<file path="config.mk">
export PLATFORM = sky130hd
export DESIGN_NAME = serial_adder_flat
export DESIGN_NICKNAME = d
export VERILOG_FILES = /design/src/rtl/serial_adder_pkg.sv /design/src/rtl/serial_adder_if.sv /design/src/rtl/serial_adder_fa_cell.sv /design/src/rtl/serial_adder.sv /design/src/flat_wrapper.sv
export SDC_FILE = /design/constraint.sdc
export NUM_CORES = 1
export LEC_CHECK = 0
export CAP_MARGIN = 20
export CORE_MARGIN = 2
export CORE_UTILIZATION = 35
export DETAILED_ROUTE_END_ITERATION = 10
export PLACE_DENSITY = 0.6
export SLEW_MARGIN = 10
export SYNTH_ARGS = -nofsm -noshare
export SYNTH_HDL_FRONTEND = slang
export SYNTH_SLANG_ARGS = --single-unit
</file>
<file path="constraint.sdc">
create_clock -name clk -period 1.75 [get_ports clk]
set_input_delay 0.35 -clock clk [delete_from_list [all_inputs] [get_ports clk]]
set_output_delay 0.35 -clock clk [all_outputs]
set_load 0.01 [all_outputs]
</file>
<file path="src/rtl/serial_adder_pkg.sv">
// -----------------------------------------------------------------------------
// serial_adder_pkg
//   Shared types and helpers for the bit-serial adder.
//   - state_t      : FSM encoding (IDLE=0, RUN=1, DONE=2; 3 is unused and
//                    recovers to IDLE)
//   - WIDTH_DEFAULT: default operand width
//   - ovf_bit()    : signed-overflow rule (carry into MSB xor carry out of MSB)
// -----------------------------------------------------------------------------
package serial_adder_pkg;

  localparam int WIDTH_DEFAULT = 8;

  typedef enum logic [1:0] {
    S_IDLE   = 2'd0,
    S_RUN    = 2'd1,
    S_DONE   = 2'd2,
    S_UNUSED = 2'd3
  } state_t;

  // Two's-complement overflow occurs when the carry entering the sign bit
  // differs from the carry leaving it.
  function automatic logic ovf_bit(input logic carry_into_msb,
                                   input logic carry_out_of_msb);
    return carry_into_msb ^ carry_out_of_msb;
  endfunction

endpackage

</file>
<file path="src/rtl/serial_adder_if.sv">
// -----------------------------------------------------------------------------
// serial_adder_if
//   Operand / result handshake bundle for serial_adder.
//   Operand side : in_valid, in_ready, A, B, Cin
//   Result side  : out_valid, out_ready, Sum, Carry (+ Ovf when
//                  SERIAL_ADDER_OVF_EN is defined)
//   master : the environment (drives operands, accepts results)
//   slave  : the adder
// -----------------------------------------------------------------------------
interface serial_adder_if #(
  parameter int WIDTH = 8
);
  logic             in_valid;
  logic             in_ready;
  logic [WIDTH-1:0] A;
  logic [WIDTH-1:0] B;
  logic             Cin;
  logic             out_valid;
  logic             out_ready;
  logic [WIDTH-1:0] Sum;
  logic             Carry;
`ifdef SERIAL_ADDER_OVF_EN
  logic             Ovf;

  modport master (
    output in_valid, A, B, Cin, out_ready,
    input  in_ready, out_valid, Sum, Carry, Ovf
  );

  modport slave (
    input  in_valid, A, B, Cin, out_ready,
    output in_ready, out_valid, Sum, Carry, Ovf
  );
`else
  modport master (
    output in_valid, A, B, Cin, out_ready,
    input  in_ready, out_valid, Sum, Carry
  );

  modport slave (
    input  in_valid, A, B, Cin, out_ready,
    output in_ready, out_valid, Sum, Carry
  );
`endif
endinterface

</file>
<file path="src/rtl/serial_adder_fa_cell.sv">
// -----------------------------------------------------------------------------
// fa_cell
//   Purely combinational 1-bit full adder; the only arithmetic in the design.
//   Ports: a, b, ci (inputs); s = a^b^ci, co = a&b | ci&(a^b) (outputs)
// -----------------------------------------------------------------------------
module fa_cell (
  input  logic a,
  input  logic b,
  input  logic ci,
  output logic s,
  output logic co
);
  logic p_s;

  assign p_s = a ^ b;
  assign s   = p_s ^ ci;
  assign co  = (a & b) | (ci & p_s);
endmodule

</file>
<file path="src/rtl/serial_adder.sv">
// -----------------------------------------------------------------------------
// serial_adder
//   Bit-serial WIDTH-bit adder: one full-adder cell plus a carry flip-flop
//   add one bit per clock, LSB first, then present {Carry, Sum} through a
//   valid/ready handshake.
//
//   Ports
//     clk   : rising-edge clock
//     rst_n : asynchronous active-low reset
//     bus   : serial_adder_if.slave (in_valid/in_ready/A/B/Cin,
//             out_valid/out_ready/Sum/Carry[/Ovf])
//
//   Configuration
//     SERIAL_ADDER_OVF_EN : adds the Ovf (signed overflow) result bit.
//
//   Timing
//     Accept edge -> WIDTH RUN cycles -> DONE. out_valid is raised on the
//     first DONE edge, so it rises WIDTH+1 clocks after the accept edge.
//     Sum/Carry only change on the final RUN edge and therefore stay frozen
//     through DONE and after the handshake until the next result.
// -----------------------------------------------------------------------------
module serial_adder
  import serial_adder_pkg::*;
#(
  parameter int WIDTH = WIDTH_DEFAULT
) (
  input  logic         clk,
  input  logic         rst_n,
  serial_adder_if.slave bus
);

  localparam int             CW       = $clog2(WIDTH + 1);
  localparam logic [CW-1:0]  CNT_LAST = CW'(WIDTH - 1);
  localparam logic [CW-1:0]  CNT_ONE  = CW'(1);

  state_t           state_r;
  logic             in_ready_r;
  logic             out_valid_r;
  logic [WIDTH-1:0] a_sh_r;
  logic [WIDTH-1:0] b_sh_r;
  logic [WIDTH-1:0] sum_sh_r;
  logic [WIDTH-1:0] sum_r;
  logic             carry_r;       // running carry between bit slices
  logic             carry_out_r;   // published carry-out
  logic [CW-1:0]    cnt_r;
`ifdef SERIAL_ADDER_OVF_EN
  logic             ovf_r;
`endif

  logic             fa_s_s;
  logic             fa_co_s;
  logic [WIDTH:0]   sum_cat_s;
  logic [WIDTH-1:0] sum_next_s;

  fa_cell u_fa_cell (
    .a  (a_sh_r[0]),
    .b  (b_sh_r[0]),
    .ci (carry_r),
    .s  (fa_s_s),
    .co (fa_co_s)
  );

  // New sum bit enters at the MSB; after WIDTH shifts bit 0 holds the LSB.
  // Concatenate-then-slice keeps this legal for WIDTH == 1.
  assign sum_cat_s  = {fa_s_s, sum_sh_r};
  assign sum_next_s = sum_cat_s[WIDTH:1];

  // Control FSM plus the serial datapath registers.
  always_ff @(posedge clk or negedge rst_n) begin
    if (!rst_n) begin
      state_r     <= S_IDLE;
      in_ready_r  <= 1'b1;
      out_valid_r <= 1'b0;
      a_sh_r      <= '0;
      b_sh_r      <= '0;
      sum_sh_r    <= '0;
      sum_r       <= '0;
      carry_r     <= 1'b0;
      carry_out_r <= 1'b0;
      cnt_r       <= '0;
`ifdef SERIAL_ADDER_OVF_EN
      ovf_r       <= 1'b0;
`endif
    end else begin
      case (state_r)
        S_IDLE: begin
          if (bus.in_valid && in_ready_r) begin
            a_sh_r     <= bus.A;
            b_sh_r     <= bus.B;
            carry_r    <= bus.Cin;
            cnt_r      <= '0;
            in_ready_r <= 1'b0;
            state_r    <= S_RUN;
          end else begin
            in_ready_r <= 1'b1;
          end
        end

        S_RUN: begin
          a_sh_r   <= a_sh_r >> 1;
          b_sh_r   <= b_sh_r >> 1;
          sum_sh_r <= sum_next_s;
          carry_r  <= fa_co_s;
          cnt_r    <= cnt_r + CNT_ONE;
          if (cnt_r == CNT_LAST) begin
            // Final slice: carry_r is the carry into the MSB here.
            sum_r       <= sum_next_s;
            carry_out_r <= fa_co_s;
`ifdef SERIAL_ADDER_OVF_EN
            ovf_r       <= ovf_bit(carry_r, fa_co_s);
`endif
            state_r     <= S_DONE;
          end else begin
            state_r     <= S_RUN;
          end
        end

        S_DONE: begin
          if (!out_valid_r) begin
            out_valid_r <= 1'b1;
          end else if (bus.out_ready) begin
            out_valid_r <= 1'b0;
            in_ready_r  <= 1'b1;
            state_r     <= S_IDLE;
          end else begin
            out_valid_r <= 1'b1;
          end
        end

        default: begin
          state_r     <= S_IDLE;
          in_ready_r  <= 1'b1;
          out_valid_r <= 1'b0;
        end
      endcase
    end
  end

  assign bus.in_ready  = in_ready_r;
  assign bus.out_valid = out_valid_r;
  assign bus.Sum       = sum_r;
  assign bus.Carry     = carry_out_r;
`ifdef SERIAL_ADDER_OVF_EN
  assign bus.Ovf       = ovf_r;
`endif

endmodule

</file>
<file path="src/flat_wrapper.sv">
// flat-port wrapper written by rule: the top's interface ports become plain ports
module serial_adder_flat import serial_adder_pkg::*;
#(
  parameter int WIDTH = WIDTH_DEFAULT
)
  (clk, rst_n, bus_in_valid, bus_A, bus_B, bus_Cin, bus_out_ready, bus_in_ready, bus_out_valid, bus_Sum, bus_Carry);
  serial_adder_if #(.WIDTH(WIDTH)) bus_i ();
  input  logic clk;
  input  logic rst_n;
  input wire logic [$bits(bus_i.in_valid)-1:0] bus_in_valid;
  input wire logic [$bits(bus_i.A)-1:0] bus_A;
  input wire logic [$bits(bus_i.B)-1:0] bus_B;
  input wire logic [$bits(bus_i.Cin)-1:0] bus_Cin;
  input wire logic [$bits(bus_i.out_ready)-1:0] bus_out_ready;
  output wire logic [$bits(bus_i.in_ready)-1:0] bus_in_ready;
  output wire logic [$bits(bus_i.out_valid)-1:0] bus_out_valid;
  output wire logic [$bits(bus_i.Sum)-1:0] bus_Sum;
  output wire logic [$bits(bus_i.Carry)-1:0] bus_Carry;
  assign bus_i.in_valid = bus_in_valid;
  assign bus_i.A = bus_A;
  assign bus_i.B = bus_B;
  assign bus_i.Cin = bus_Cin;
  assign bus_i.out_ready = bus_out_ready;
  assign bus_in_ready = bus_i.in_ready;
  assign bus_out_valid = bus_i.out_valid;
  assign bus_Sum = bus_i.Sum;
  assign bus_Carry = bus_i.Carry;
  serial_adder #(.WIDTH(WIDTH)) u_core (.clk(clk), .rst_n(rst_n), .bus(bus_i));
endmodule
</file>
Figure 1. Routing congestion map.
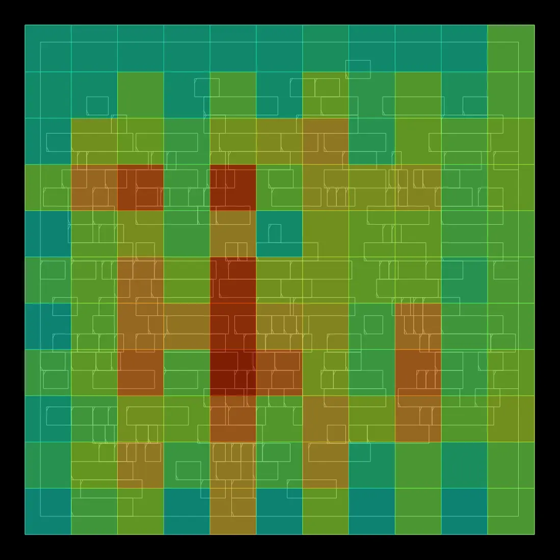
DR WL/cell: 13.4 µm
M3 GR Usage: 3.67%
met1 global-route usage: 16.9%

Figure 2. Clock network drawn from the DEF.
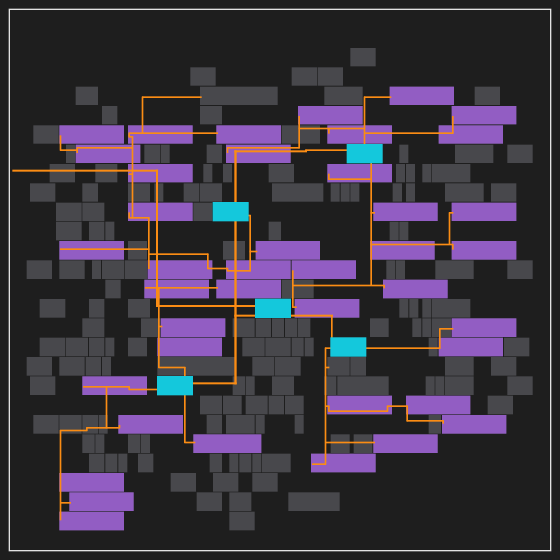
Key: cells driving clock nets = cyan [count 5]; flip-flops = purple [count 41]; clock wires = orange [length 499 µm]
There are 6 routed clock nets.
Insertion Delay late pin: 300 ps
Clock Skews: 8.49 ps
clock network power: 918 µW

==> qor.yml <==
drc_errors: 0
grt_max_degree: 17
endpoint_kind: "output port"
antenna_left: 0
drt_wl_total_um: 3600
mi_logic_area_um2: 663
ys_async_sr_fraction_pct: 100
rows: 26
hpwlAfterDp_um: 2650
r2r-end: "u_core.bus.Sum[1]"
cts_max_level: 2
post_drt_via_cell_ratio: 4.76
num_vias: 1275
ys_seq_share_pct: 56.6
first_pass_iters: 4
core_area_um2: 5040
overflow: 0
grt_pass1_wl_um: 6270
synth_top_area_share_pct: 55.2
ys_ff: 41
n_antenna_cell: 0
drive_gt1_share_pct: 21.7
netlist_instances: 156
syn_area_per_cell_um2: 11.6
ys_warn_count: 0
clock-sinks: 41
cts_root_buffer: "clkbuf_8"
yosys-stat-area_um2: 1810
synthFlopType: "dfrtp_1"
gp_congestion: 0.739
leakagePower_uw: 0.00111
core_util_floorplan_pct: 36.0
top_area_cell: "dfrtp_1"
flop_area_um2: 1030
critical_path.cell_chain: "clkdlybuf4s50_1"
synth_area_um2: 1810
lay_top_cells: "40 x dfrtp_1, 29 x clkdlybuf4s50_1, 24 x nand2_1"
area_leaders: "dfrtp_1 55%, mux2_4 5.8%, a21oi_2 5.3%, nand2_1 5.0%, o22ai_1 4.8%"
fin_cells: 268
finalClockPeriodUsage_pct: 89.8
fin_nets: 220
max_stage_delay_ps: 550
grt_pass1_vias: 1304
grtUsageTotal_pct: 13.6
min_period_ps: 1570
p_total_uw: 4350
hold_viol_final: 0
reg2reg_from: "u_core.cnt_r[1]"
ys_cells: 156
cts_buffers: 5
setup_viol: 0
startpoint: "u_core.bus.out_valid"
timing.fmax_ghz: 0.636
setup_tns_ps: 0
dp.cells: 259
worstRegToRegCells: 4
cap_violations: 0
tightest_slew_ps: 332
fp_nets: 179
layout_top_cell: "dfrtp_1"
outcome: "finished, final reports clean"
r2r_slack_ps: 250
p_per_area_nw_per_um2: 1830
crit_type: "reg2out"
edf_count: 0
drtIter0Drc: 83
crit_fanout: 3
worst-path-stages: 1
cts_buffer_depth: 2
clk_pin_slew_ps: 80
antenna_found_initial: 0
cp.buffers_inverters: 1
cts_tree: "built"
slew_headroom_pct: 77.7
maxSlewViolCount: 0
worst_ep_required_time_ps: 1400
warning_count: 26
vdd_drop_max_v: 0.000719
endpoint: "bus_out_valid"
Figure 3. Port wiring.
The bar under the picture is 20 µm long.
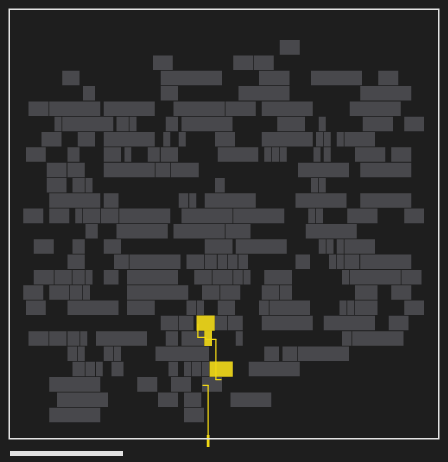
Key: bus_in_valid = yellow [bits 1, direction input, edge bottom, end cells 3, buffers 1, wire 23.9 µm]
I/O pin count: 32
Port Buffers: 31

-- routing by layer --
metal	GRT usage, %	vias up	wire length, µm
met5	0	-	0
met2	23.1	27	1760
met3	3.67	6	140
met1	16.9	626	1650
li1	-	616	-
met4	4.36	0	51
-- stage by stage --
stage	setup slack (ps)	hold slack, ps	area (µm²)	util (%)
final	178	483	2380	47.1
after global routing	137	512	2380	47.1
after CTS	161	487	2380	47.1
after detailed placement	-12.6	261	2230	44.2
after global placement	13.6	255	2230	44.2
after floorplan	343	54.4	1810	-
-- repair_timing --
item | in CTS | in global routing
endpoints found under the hold margin | 11 | 0
hold buffers | 1 | 0
resized | 1 | 0
setup endpoints to repair | 1 | 0
-- logic make-up (layout without fill, tap and decap cells) --
kind of cell             count (synthesis)  in the layout  share of synthesized area [%]
AND-OR/OR-AND                           43             43                           16.6
flip-flops                              41             41                           56.6
multiplexers                            12             12                           8.76
AND/OR/NAND/NOR                         34             34                           9.45
buffers and inverters                   24             66                           6.83
adder cells (fa/ha/maj)                  2              2                           1.79
-- cells in the mapped netlist (all sizes together) (2+ instances only) --
library cell  instances
a21oi                16
dfrtp                40
a22o                  3
mux2i                 2
o22ai                14
o21ai                 6
mux2                 10
nand2                25
buf                   8
inv                  16
-- final cells by class --
class | count | share of cell area (%)
Timing Repair Buffer | 42 | 16.9
Sequential cell | 41 | 43.2
Inverter | 16 | 2.53
Clock buffer | 5 | 2.89
Clock inverter | 3 | 2.89
Tap cell | 70 | 3.68
Multi-Input combinational cell | 91 | 27.9
-- sequential cells by signal, indices dropped and copies added, names as in the netlist --
name / count
u_core.state_r: 2
u_core.bus.Carry: 1
u_core.cnt_r: 4
u_core.a_sh_r: 8
u_core.bus.Sum: 8
u_core.b_sh_r: 8
u_core.sum_sh_r: 7
u_core.carry_r: 1
u_core.bus.in_ready: 1
u_core.bus.out_valid: 1
-- power by group --
group / switching [µW] / internal [µW] / total, µW
clock: 344 / 574 / 918
sequential: 289 / 1380 / 1670
combinational: 859 / 905 / 1760
-- worst min-delay path by stage --
| stage | start | to | cells past startpoint |
|---|---|---|---|
| finish | u_core.cnt_r[3] | u_core.cnt_r[3] | 1 |
| global route | rst_n | u_core.a_sh_r[5] | 2 |
| CTS | rst_n | u_core.a_sh_r[5] | 2 |
| detailed placement | rst_n | u_core.state_r[0] | 1 |
| global placement | rst_n | u_core.state_r[0] | 1 |
| floorplan | rst_n | u_core.a_sh_r[0] | 0 |
No activity file was given, so power comes from the tool's default toggle rates.
